===== src/rtl/cone_bist_ctrl.sv =====
// BIST controller for a single-output combinational cone. It applies N_PAT
// LFSR vectors, compacts the responses in a 16-bit MISR and compares the result to golden.
module cone_bist_ctrl #(
  parameter int unsigned      VEC_W  = 14,
  parameter int unsigned      N_PAT  = 256,
  parameter int unsigned      SETTLE = 2,
  parameter logic [VEC_W-1:0] SEED   = 14'h0001
) (
  input  logic             CLK,
  input  logic             RST,
  input  logic             start,
  input  logic             abort,
  input  logic             resp_in,
  input  logic [15:0]      golden,
  output logic [VEC_W-1:0] vec_out,
  output logic             busy,
  output logic             done,
  output logic             pass,
  output logic [15:0]      signature,
  output logic [15:0]      pat_cnt
);

  typedef enum logic [2:0] {
    IDLE,
    LOAD,
    APPLY,
    CAPTURE,
    DONE
  } state_e;

  // An all-zero seed would lock the LFSR, so it is promoted to 1.
  localparam logic [VEC_W-1:0] SEED_EFF    = (SEED == '0) ? VEC_W'(1) : SEED;
  localparam logic [15:0]      LAST_PAT    = 16'(N_PAT - 1);
  localparam logic [3:0]       LAST_SETTLE = 4'(SETTLE - 1);

  state_e           state_q;
  logic [VEC_W-1:0] lfsr_q, lfsr_d;
  logic [VEC_W-1:0] vec_q;
  logic [15:0]      misr_q, misr_d;
  logic [15:0]      pat_cnt_q;
  logic [3:0]       settle_q;
  logic             busy_q;
  logic             done_q;

  always_comb begin
    lfsr_d = {lfsr_q[VEC_W-2:0], lfsr_q[13] ^ lfsr_q[12] ^ lfsr_q[11] ^ lfsr_q[1]};
    misr_d = {misr_q[14:0], misr_q[15] ^ misr_q[13] ^ misr_q[12] ^ misr_q[10] ^ resp_in};
  end

  // NOTE: sequential state uses non-blocking assignments so that every
  // register samples pre-edge values, independent of statement order.
  always_ff @(posedge CLK) begin
    if (RST) begin
      state_q   <= IDLE;
      lfsr_q    <= SEED_EFF;
      vec_q     <= '0;
      misr_q    <= '0;
      pat_cnt_q <= '0;
      settle_q  <= '0;
      busy_q    <= 1'b0;
      done_q    <= 1'b0;
    end else if (abort) begin
      // The signature is deliberately left intact for post-mortem inspection.
      state_q   <= IDLE;
      vec_q     <= '0;
      pat_cnt_q <= '0;
      settle_q  <= '0;
      busy_q    <= 1'b0;
      done_q    <= 1'b0;
    end else begin
      case (state_q)
        IDLE, DONE: begin
          if (start) begin
            state_q <= LOAD;
            busy_q  <= 1'b1;
            done_q  <= 1'b0;
          end
        end
        LOAD: begin
          lfsr_q    <= SEED_EFF;
          vec_q     <= SEED_EFF;
          misr_q    <= '0;
          pat_cnt_q <= '0;
          settle_q  <= '0;
          state_q   <= APPLY;
        end
        APPLY: begin
          if (settle_q == LAST_SETTLE) begin
            settle_q <= '0;
            state_q  <= CAPTURE;
          end else begin
            settle_q <= settle_q + 4'd1;
          end
        end
        CAPTURE: begin
          misr_q    <= misr_d;
          lfsr_q    <= lfsr_d;
          vec_q     <= lfsr_d;
          pat_cnt_q <= pat_cnt_q + 16'd1;
          if (pat_cnt_q == LAST_PAT) begin
            state_q <= DONE;
            busy_q  <= 1'b0;
            done_q  <= 1'b1;
          end else begin
            state_q <= APPLY;
          end
        end
        default: begin
          state_q <= IDLE;
          busy_q  <= 1'b0;
          done_q  <= 1'b0;
        end
      endcase
    end
  end

  assign vec_out   = vec_q;
  assign busy      = busy_q;
  assign done      = done_q;
  // Golden may change at any time in DONE, so the compare is not registered.
  assign pass      = done_q && (misr_q == golden);
  assign signature = misr_q;
  assign pat_cnt   = pat_cnt_q;

endmodule

===== config.mk =====
export PLATFORM = sky130hd
export DESIGN_NAME = cone_bist_ctrl
export DESIGN_NICKNAME = d
export VERILOG_FILES = /design/src/rtl/cone_bist_ctrl.sv
export SDC_FILE = /design/constraint.sdc
export NUM_CORES = 1
export LEC_CHECK = 0
export CAP_MARGIN = 30
export CORE_UTILIZATION = 25
export CTS_BUF_LIST = sky130_fd_sc_hd__clkbuf_2 sky130_fd_sc_hd__clkbuf_4 sky130_fd_sc_hd__clkbuf_8
export DETAILED_ROUTE_END_ITERATION = 10
export GPL_TIMING_DRIVEN = 0
export PLACE_DENSITY = 0.56
export SETUP_SLACK_MARGIN = 0.3
export SLEW_MARGIN = 20
export SYNTH_ARGS = -nofsm -noshare
export SYNTH_HDL_FRONTEND = slang
export SYNTH_SLANG_ARGS = --single-unit

===== constraint.sdc =====
create_clock -name CLK -period 3 [get_ports CLK]
set_input_delay 0.45 -clock CLK [delete_from_list [all_inputs] [get_ports CLK]]
set_output_delay 0.45 -clock CLK [all_outputs]
set_load 0.01 [all_outputs]

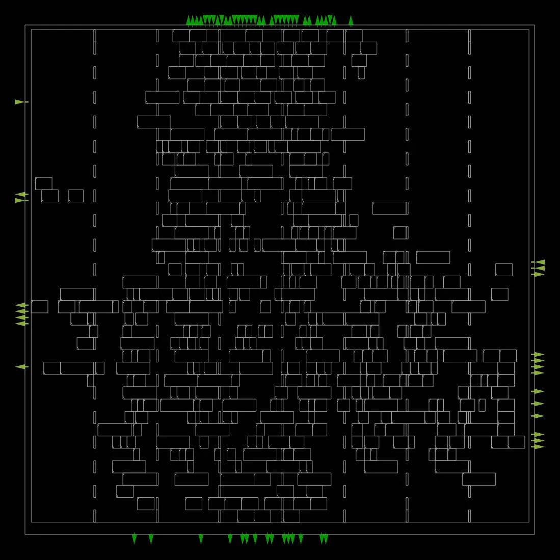
(images/final_placement.png)
Core Util, Final: 34.3%
filler instances: 1236
final cell count without fillers: 583

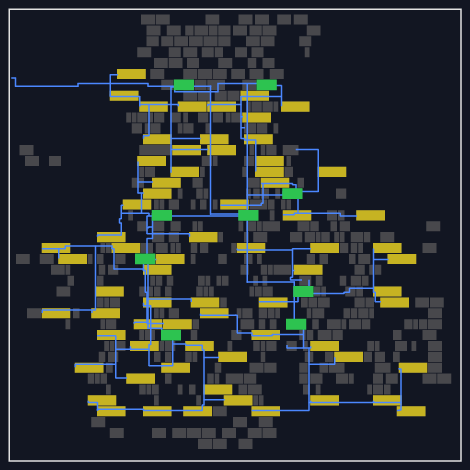
(images/clock_map.png)
(4 px per um)
[clock wires] blue | length: 973 um
[cells driving clock nets] green | count: 9
[flip-flops] yellow | count: 69
routed clock nets: 10

==> Changelog: implementation <==
## Implementation

* Comb_multi_in at 255
* CP Data Arrival Time at 1.99 ns
* Achievable frequency at 409 MHz
* Yosys cell count at 352
* Non-clock buffer share at 19.0%
* Sequential area share after synthesis at 45.2%
* Final layout net count at 455
* Post-Syn Nets at 376
* Number of enable flip-flop cells at 0
* Hold worst-path end: vec_out[7]
* Met2 GRT Util at 21.2%
* P per Cell Area at 422 nW/um^2
* Post-synth regs at 69
* Status: finished, final reports clean
* Tool warnings at 27
* Met3 Resource Use GR at 3.02%
* P_clk at 0.000714 W
* Unrepaired setup endpoints after global routing: no
* Crit path depth at 6
* CP Max Fanout at 1
* Most numerous logic cell after layout: dfxtp_1
* VDD IR-drop max at 186 uV
* Final period util at 81.5%
* Mapped Area at 3060 sq um
* Yosys warns at 0
* Dominant combinational family: simple AND/OR/NAND/NOR gates
* Layout cell share with drive strength beyond 1 at 7.80%
* Total chip power at 0.00173 W
* Hold slack at 0.460 ns
* CP endpoint: pass
* Seq cells at 69
* Total track usage at 13.0%
* FP Util at 25.5%
* Hold Buf Count CTS at 0
* Sequential share of cell area at 33.6%
* Yosys chip area at 3060 sq um
* Internal power at 0.00127 W
* Power share of the combinational group at 5.8%
* Met3 WL post-DR at 268 um
* Worst reg2reg path depth at 6
* Top cells, area: dfxtp_1 45%, a22oi_1 7.6%, nor2_1 5.5%
* Post-CTS setup buffers at 0
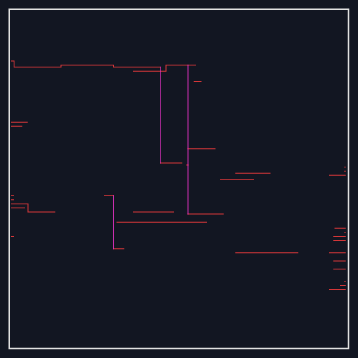
(images/metal_stack.png)
(3 px per um) Two of the layers only.
[met3] red | wire length: 269 um
[met4] magenta | wire length: 99.3 um

Power is estimated from default activity; no workload was simulated.
